==> run_1/util_map.png <==
The die is cut into 9 by 8 equal tiles; black is low, pale yellow is high, 0 to 100% covered.
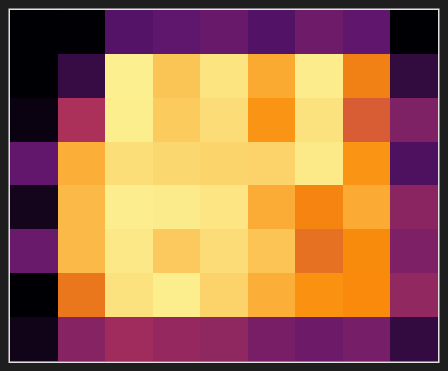
==> run_1/sizing.png <==
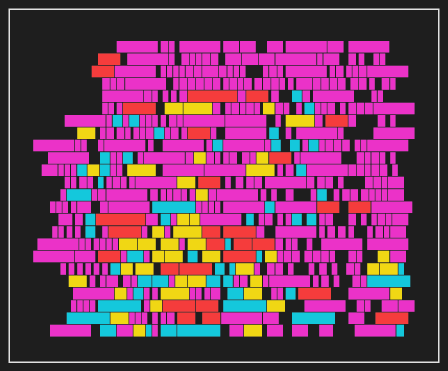
==> run_1/ff_map.png <==
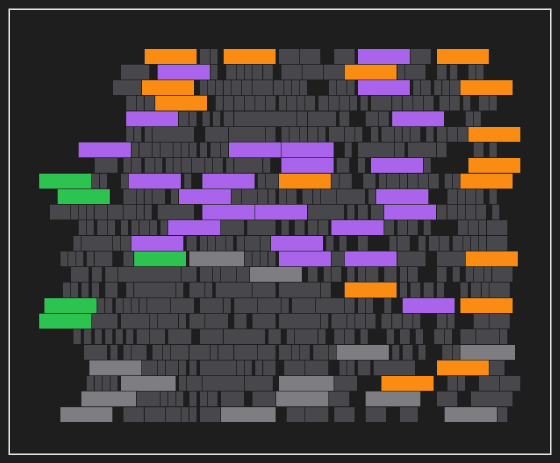
==> src/rtl/dac_spi_tx.sv <==
// Serial transmitter that frames DAC samples as {PFX, data} and shifts them
// MSB first over an SPI-style link (sclk idles low, data valid on sclk rise),
// followed by an active-low LDAC pulse. One word may wait in a pending buffer
// while a frame is in flight; a second waiting word replaces it and sets ovf.
module dac_spi_tx #(
  parameter int               W_AIO = 16,
  parameter int               W_PFX = 8,
  parameter logic [W_PFX-1:0] PFX   = 8'h10,
  parameter int               DIV   = 2
) (
  input  logic             clk,
  input  logic             rst_n,
  input  logic             smp,
  input  logic [W_AIO-1:0] dat,
  input  logic             ovf_clr,
  output logic             sclk,
  output logic             sdo,
  output logic             cs_n,
  output logic             ldac_n,
  output logic             busy,
  output logic             ovf
);

  localparam int FW    = W_PFX + W_AIO;
  localparam int DIV_W = $clog2(DIV + 1);
  localparam int BIT_W = $clog2(FW + 1);

  typedef enum logic [2:0] {
    IDLE  = 3'd0,
    LEAD  = 3'd1,
    SHIFT = 3'd2,
    TRAIL = 3'd3,
    LOAD  = 3'd4,
    GAP   = 3'd5
  } state_t;

  state_t             state_r, state_s;
  logic [DIV_W-1:0]   div_cnt_r, div_cnt_s;
  logic [BIT_W-1:0]   bit_cnt_r, bit_cnt_s;
  logic               half_r, half_s;
  logic [FW-1:0]      shreg_r, shreg_s;
  logic               pend_vld_r, pend_vld_s;
  logic [W_AIO-1:0]   pend_dat_r, pend_dat_s;
  logic               smp_prev_r;
  logic               ovf_r, ovf_s, ovf_set_s;
  logic               sclk_r, sclk_s;
  logic               cs_n_r, cs_n_s;
  logic               ldac_n_r, ldac_n_s;
  logic               busy_r, busy_s;

  logic               edge_s;
  logic               phase_end_s;
  logic               last_gap_s;
  logic [FW-1:0]      frame_new_s;
  logic [FW-1:0]      frame_pend_s;

  assign edge_s       = smp & ~smp_prev_r;
  assign phase_end_s  = (div_cnt_r == DIV_W'(DIV - 1));
  assign last_gap_s   = (state_r == GAP) && phase_end_s;
  assign frame_new_s  = {PFX, dat};
  assign frame_pend_s = {PFX, pend_dat_r};

  // Frame sequencer: phase timing, bit counting and shift register updates.
  always_comb begin
    state_s   = state_r;
    div_cnt_s = div_cnt_r;
    bit_cnt_s = bit_cnt_r;
    half_s    = half_r;
    shreg_s   = shreg_r;
    if (state_r == IDLE) begin
      div_cnt_s = '0;
    end else if (phase_end_s) begin
      div_cnt_s = '0;
    end else begin
      div_cnt_s = div_cnt_r + DIV_W'(1);
    end
    case (state_r)
      IDLE: begin
        if (edge_s) begin
          state_s = LEAD;
          shreg_s = frame_new_s;
        end else begin
          state_s = IDLE;
        end
      end
      LEAD: begin
        if (phase_end_s) begin
          state_s   = SHIFT;
          bit_cnt_s = '0;
          half_s    = 1'b0;
        end else begin
          state_s = LEAD;
        end
      end
      SHIFT: begin
        if (phase_end_s) begin
          if (!half_r) begin
            half_s = 1'b1;
          end else if (bit_cnt_r == BIT_W'(FW - 1)) begin
            half_s  = 1'b0;
            state_s = TRAIL;
          end else begin
            // next bit starts: the only point where sdo may change
            half_s    = 1'b0;
            bit_cnt_s = bit_cnt_r + BIT_W'(1);
            shreg_s   = {shreg_r[FW-2:0], 1'b0};
          end
        end else begin
          state_s = SHIFT;
        end
      end
      TRAIL: begin
        if (phase_end_s) state_s = LOAD;
        else             state_s = TRAIL;
      end
      LOAD: begin
        if (phase_end_s) state_s = GAP;
        else             state_s = LOAD;
      end
      GAP: begin
        if (phase_end_s) begin
          // a sample arriving right now is newer than anything pending
          if (edge_s) begin
            state_s = LEAD;
            shreg_s = frame_new_s;
          end else if (pend_vld_r) begin
            state_s = LEAD;
            shreg_s = frame_pend_s;
          end else begin
            state_s = IDLE;
          end
        end else begin
          state_s = GAP;
        end
      end
      default: begin
        state_s   = IDLE;
        div_cnt_s = '0;
        bit_cnt_s = '0;
        half_s    = 1'b0;
      end
    endcase
  end

  // Pending buffer and sticky overrun flag (a set beats a simultaneous clear).
  always_comb begin
    pend_vld_s = pend_vld_r;
    pend_dat_s = pend_dat_r;
    ovf_set_s  = 1'b0;
    if (edge_s && (state_r != IDLE)) begin
      ovf_set_s = pend_vld_r;
      if (last_gap_s) begin
        pend_vld_s = 1'b0;
      end else begin
        pend_vld_s = 1'b1;
        pend_dat_s = dat;
      end
    end else if (last_gap_s) begin
      pend_vld_s = 1'b0;
    end else begin
      pend_vld_s = pend_vld_r;
    end
    if (ovf_set_s)    ovf_s = 1'b1;
    else if (ovf_clr) ovf_s = 1'b0;
    else              ovf_s = ovf_r;
  end

  // Pin values derived from the next state so registered outputs line up with it.
  always_comb begin
    sclk_s   = (state_s == SHIFT) && half_s;
    cs_n_s   = !((state_s == LEAD) || (state_s == SHIFT) || (state_s == TRAIL));
    ldac_n_s = (state_s != LOAD);
    busy_s   = (state_s != IDLE);
  end

  // State, datapath and output registers.
  always_ff @(posedge clk or negedge rst_n) begin
    if (!rst_n) begin
      state_r    <= IDLE;
      div_cnt_r  <= '0;
      bit_cnt_r  <= '0;
      half_r     <= 1'b0;
      shreg_r    <= '0;
      pend_vld_r <= 1'b0;
      pend_dat_r <= '0;
      smp_prev_r <= 1'b1;
      ovf_r      <= 1'b0;
      sclk_r     <= 1'b0;
      cs_n_r     <= 1'b1;
      ldac_n_r   <= 1'b1;
      busy_r     <= 1'b0;
    end else begin
      state_r    <= state_s;
      div_cnt_r  <= div_cnt_s;
      bit_cnt_r  <= bit_cnt_s;
      half_r     <= half_s;
      shreg_r    <= shreg_s;
      pend_vld_r <= pend_vld_s;
      pend_dat_r <= pend_dat_s;
      smp_prev_r <= smp;
      ovf_r      <= ovf_s;
      sclk_r     <= sclk_s;
      cs_n_r     <= cs_n_s;
      ldac_n_r   <= ldac_n_s;
      busy_r     <= busy_s;
    end
  end

  assign sclk   = sclk_r;
  assign sdo    = shreg_r[FW-1];
  assign cs_n   = cs_n_r;
  assign ldac_n = ldac_n_r;
  assign busy   = busy_r;
  assign ovf    = ovf_r;

endmodule

==> config.mk <==
export PLATFORM = sky130hd
export DESIGN_NAME = dac_spi_tx
export DESIGN_NICKNAME = d
export VERILOG_FILES = /design/src/rtl/dac_spi_tx.sv
export SDC_FILE = /design/constraint.sdc
export NUM_CORES = 1
export LEC_CHECK = 0
export ABC_AREA = 1
export CAP_MARGIN = 20
export CORE_ASPECT_RATIO = 0.8
export CORE_MARGIN = 5
export CORE_UTILIZATION = 60
export CTS_BUF_LIST = sky130_fd_sc_hd__clkbuf_4 sky130_fd_sc_hd__clkbuf_8
export CTS_CLUSTER_SIZE = 8
export DETAILED_ROUTE_END_ITERATION = 8
export PLACE_DENSITY = 0.82
export SETUP_SLACK_MARGIN = 0.3
export SLEW_MARGIN = 15
export SYNTH_ARGS = -nofsm -noshare
export SYNTH_HDL_FRONTEND = slang
export SYNTH_SLANG_ARGS = --single-unit
export TNS_END_PERCENT = 50
==> constraint.sdc <==
create_clock -name clk -period 1.6 [get_ports clk]
set_input_delay 0.16 -clock clk [delete_from_list [all_inputs] [get_ports clk]]
set_output_delay 0.16 -clock clk [all_outputs]
set_load 0.005 [all_outputs]
==> metrics.yaml, run 1 <==
top_layer_used: "met4"
synthArstFlopShare: 1.000
ys_sh_aoi: 0.03480
nNonClkInverters: 63
clkTransAtPathRegs_ps: 60
synth_area_um2: 3416
core_area_um2: 5495
wl_met3_um: 770
cts_made_buffers: 9
cts_resized: 35
fin_setup_tns_ps: 0
ys_ff: 58
cp_slowest_stage_delay_ps: 490
yosys_area_um2: 3416
busiest_layer: "met2"
use_met1: 0.3408
p_int_mw: 2.636
cp_num_cells: 9
p_clk_frac: 0.471
worst-r2r-cell-count: 9
p_total_mw: 3.414
comb_share: 0.4042
nets: 525
synth_nets: 482
sh_seq_area: 0.3374
hold_violations: 0
bufAreaShareNonClock: 0.1240
required_ps: 1890
area_leaders: "dfrtp_1 40%, nand2_1 15%, nand3_1 14%, inv_1 6.3%, nand2_2 2.9%"
flops: 58
combGateArea_um2: 1749
ys_types: 28
logic_family: "simple AND/OR/NAND/NOR gates"
antenna_found_initial: 0
postRouteAntennaNets: 0
nClkBuffers: 12
grt_util_met3: 0.08221
crit_family: "simple AND/OR/NAND/NOR gates"
ir_worst_vdd_mv: 0.5581
crit_fanout: 5
finalInstanceArea_um2: 4328
slew_violations: 0
switchingPower_mw: 0.7778
power.density_nw_per_um2: 788.8
cts_sinks: 58
chipHeight_um: 77.49
stdcell_count: 586
largestClassByArea: "multi-input combinational cells"
synthFlopType: "dfrtp_1"
ys_cells: 460
fp_util: 0.6216
die-width_um: 94.36
dr_wl_met2_um: 4397
mux_share: 0
fillCellCount: 344
buffers: 53
ios: 26
critPathKind: "register to register"
hold_buffers: 1
clk_share: 0.05493
taps: 78
min-delay-path-class: "input port to asynchronous set/reset pin"
vias: 3276
dieArea_um2: 7311
n_antenna_cell: 0
fin_skew_ps: 9.759
maxCapViolations: 0
setup_slack_ps: 54.70
place_congestion: 0.8755
adder_share: 0.007326
edf_count: 0
ys_sh_simple: 0.4040
grt_first_pass_wirelength_um: 14920
crit_path_frequent_cell: "nand2_1"
synth.top_cells.by_count: "136 x nand2_1, 95 x nand3_1, 57 x inv_1"
rrSetupSlack_ps: 50
final_common_cell: "nand2_1"
synthMostInstantiatedCell: "nand2_1"
crit_buf_inv: 2
p_comb_frac: 0.075
drtPass1Iterations: 5
drt_iter0_markers: 427
yosysTopAreaCellShare: 0.4029
grt.total_usage: 0.2597
xor_share: 0.005128
cts_setup_buffers: 4
row_count: 24
grt_pass1_vias: 3182
syn_to_final_growth_pct: 26.70
rsz0062_at_grt: "yes"
dp_cells: 557
ff_latch_area_um2: 1460
crit_chain: "buf_4, nor2_2, nand2_1, nand2_1, nor2_4, buf_4, nand3_4, nand2_1, nand2_1"
cts_tree: "done"
fin_util: 0.7876
pre_cts_slack_ps: -113.3
maxSlewHeadroom: 0.7723
hold_ws_ps: 131.9
clockBufferDepth: 2
yosys.area.top_type: "dfrtp_1"
logic_gate_count: 318
drive_gt1_frac: 0.2402
status: "finished, final reports clean"
tightest_slew_ps: 340.1
fmax_mhz: 647.1
## Picture notes: util_map.png
The emptiest ninth of the die: upper left. 46% of the tiles are over 75% full. The fullest tile reaches 97%.

## Picture notes: sizing.png
Key: magenta = x1 and smaller [cells 386, share 76%, most used nand2_1]; yellow = x3 and x4 [cells 43, share 8.5%, most used buf_4]; red = x6 and larger [cells 28, share 5.5%, most used clkbuf_8]; cyan = x2 [cells 51, share 10%, most used nand2_2]

## Picture notes: ff_map.png
Key: orange = pend_dat_r [sequential cells 16]; purple = shreg_r [sequential cells 24]; green = bit_cnt_r [sequential cells 5, where middle left]
Another 13 sequential cells are not colored.

## run 1: power groups by stage
stage | clock network, mW | logic [mW] | registers, mW
3_3_place_gp | 0 | 0.245 | 1.57
2_1_floorplan | 0 | 0.127 | 1.57
3_5_place_dp | 0 | 0.251 | 1.58
5_1_grt | 1.69 | 0.295 | 1.56
4_1_cts | 1.63 | 0.256 | 1.55
6_report | 1.61 | 0.257 | 1.55
## run 1: state kept, by name, indices dropped and copies added, names as in the netlist
signal / count
sclk: 1
pend_dat_r: 16
busy: 1
half_r: 1
state_r: 3
bit_cnt_r: 5
pend_vld_r: 1
shreg_r: 24
div_cnt_r: 2
smp_prev_r: 1
ldac_n: 1
ovf: 1
cs_n: 1
==> run_1/congestion_map.png <==
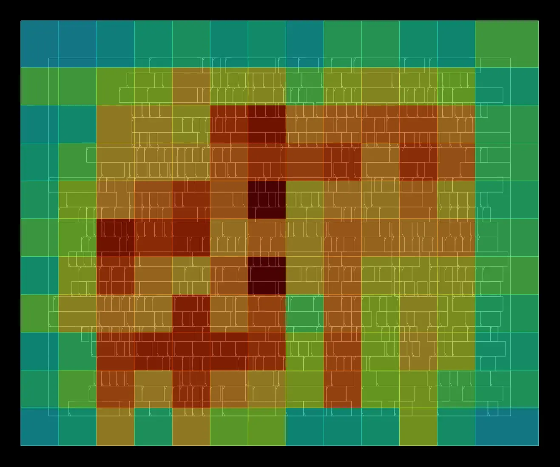

## Run 2: what changed since run 1
- ABC_AREA: 1 -> 0
- PLACE_DENSITY: 0.82 -> 0.83
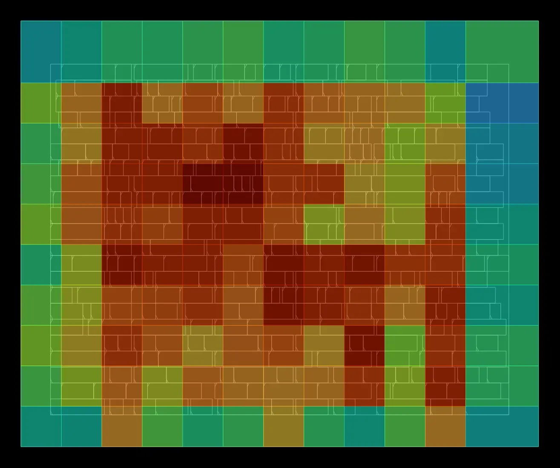
(run_2/congestion_map.png)
met3 GRT Util: 0.09368
routing usage on met1: 0.3350
Avg WL per Cell: 25.36 um
gr busiest metal: met2
GR Util All Layers: 0.2662

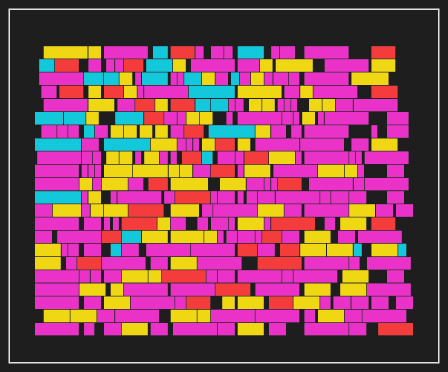
(run_2/sizing.png)
Key: red = x6 and larger [cells 33, share 9.9%]; magenta = x1 and smaller [cells 189, share 57%, most used dfrtp_1]; yellow = x3 and x4 [cells 86, share 26%, most used buf_4]; cyan = x2 [cells 25, share 7.5%, most used dfstp_2]

==> metrics.yaml, run 2 <==
power.density_nw_per_um2: 763.8
fin_setup_tns_ps: -10690
crit_path_end_kind: "register"
drt-vias-per-instance: 6.786
yosysTopAreaCellShare: 0.4673
ys_ff: 58
yosys.stat.seqShare: 0.4941
mux_share: 0.1742
drtPass1Iterations: 5
taps: 60
hold_ws_ps: 324.8
p_int_mw: 2.443
grt_overflow: 0
xor_share: 0.01189
place_congestion: 0.8673
min_from: "smp"
stdcell_count: 393
cts_made_buffers: 9
nClkBuffers: 14
grt_first_pass_wirelength_um: 12790
bufAreaShareNonClock: 0.2012
drc: 0
rrSetupSlack_ps: -340
io_buffers: 25
cts_sinks: 58
finalInstanceArea_um2: 4210
leakage_nw: 2.076
nets: 350
clk_share: 0.04517
ios: 26
yosys_area_um2: 2945
top_register: "shreg_r"
tightest_slew_ps: 455.0
cp-endpoint: "shreg_r[18]$_DFFE_PN0P_"
hold_violations: 0
logic_gate_count: 165
dpl.hpwl_um: 4565
ir_worst_vdd_mv: 0.7413
clkTransAtPathRegs_ps: 70
synthFlopType: "dfrtp_1"
yosysWarnings: 0
clk_latency_ps: 360
worst-r2r-cell-count: 8
area_leaders: "dfrtp_1 47%, mux2_2 8.4%, mux2_4 6.6%, a221o_1 5.4%, and3_1 3.2%"
maxSlewHeadroom: 0.6934
clk-power_mw: 1.32
drive_gt1_frac: 0.4324
p_clk_frac: 0.411
cp_num_cells: 8
r2r_start: "bit_cnt_r[1]$_DFFE_PN0P_"
maxCapViolations: 0
holdPathStages: 1
required_ps: 1860
dieArea_um2: 6419
flops: 58
synthMostInstantiatedCell: "dfrtp_1"
largest_register_ffs: 24
violations: "setup timing"
grt_max_degree: 59
ys_sh_simple: 0.1283
fmax_mhz: 516.1
cp_slowest_stage_delay_ps: 420
row_count: 22
power.group.top: "registers"
n_antenna_cell: 0
ff_latch_area_um2: 1458
antenna_found_initial: 0
start_kind: "register"
cts_max_level: 3
fin_util: 0.8997
combGateArea_um2: 1593
p_comb_frac: 0.091
synth_area_um2: 2945
wirelength_um: 9966
chipHeight_um: 72.67
fillCellCount: 183
edf_count: 0
synthArstFlopShare: 1.000
seq_power_mw: 1.60
postRouteAntennaNets: 0
p_comb_mw: 0.294
crit_family: "buffers and inverters"
worstHoldEndpoint: "smp_prev_r$_DFF_PN1_"
synth_nets: 274
status: "complete, but fails checks"
switchingPower_mw: 0.7731
nNonClkInverters: 12
buffers: 82
synth.top_cells.by_count: "55 x dfrtp_1, 22 x mux2_2, 17 x nand2_1"
crit_start: "bit_cnt_r[1]$_DFFE_PN0P_"
p_seq_frac: 0.497
adder_share: 0.008496
fin_crit_ps: 1938
slew_violations: 0
critPathKind: "register to register"
postSynthCellCount: 252
fin_skew_ps: 11.77
dp_cells: 359
cts-root-buf: "clkbuf_8"
comb_share: 0.3783
min-delay-path-class: "input port to register"
ys_sh_aoi: 0.1338
crit_fanout: 5
core_area_um2: 4679
largest_registers: "shreg_r x24, pend_dat_r x16, bit_cnt_r x5"
setup_slack_ps: -337.8
p_total_mw: 3.216
finalClockPeriodUsage: 1.211
syn_area_per_cell_um2: 11.69
yosys.area.top_type: "dfrtp_1"
crit_path_frequent_cell: "buf_6"
cp.arrival_ps: 2190
clockBufferDepth: 2
lay_top_cells: "53 x dfrtp_1, 35 x buf_4, 33 x mux2_4"
cts_tree: "done"
syn_to_final_growth_pct: 42.95
sh_seq_area: 0.3462
largestClassByArea: "multi-input combinational cells"
ys_types: 48
r2r-end: "shreg_r[18]$_DFFE_PN0P_"
logic_family: "multiplexers"
die-width_um: 88.34
setup_viol: 49
ys_cells: 252
cp_slowest_cell: "dfrtp_1"
vias: 2667
crit_buf_inv: 3
rsz0062_at_grt: "yes"
pre_cts_slack_ps: -342.7
tool_warnings: 29
drt_iter0_markers: 312
swShare: 0.2404
crit_chain: "ha_4, and4b_4, o21a_4, a211oi_4, buf_6, buf_6, buf_6, mux2i_1"
grt_pass1_vias: 2522
fp_util: 0.6294
final_common_cell: "dfrtp_1"
==> run 2: netlist changes by cell type in the layout (fill, tap and decap cells not counted), moves of 9 or more <==
cell / change
nand2_2: -23
nor2_4: -9
buf_4: +18
o21ai_0: -11
nand2_1: -106
a221o_1: +16
inv_1: -44
and3_1: +15
nand3_1: -88
mux2_4: +33
nand2_4: -9
==> run 2: per-layer routing <==
layer / track usage / routed length, um / up-vias
met5: 0 / 0 / -
met4: 0.09228 / 497 / 0
met3: 0.09368 / 967 / 50
met2: 0.4274 / 4621 / 204
met1: 0.3350 / 3880 / 1338
li1: - / - / 1075
==> run 2: what timing repair did <==
action	4_1_cts	5_1_grt
buffers inserted	7	6
gates resized	36	41
endpoints found under the hold margin	55	0
hold buffers	1	0
endpoints found under the setup margin	61	58
pin swaps	8	5
gates cloned	1	3
Power is estimated from default activity; no workload was simulated.
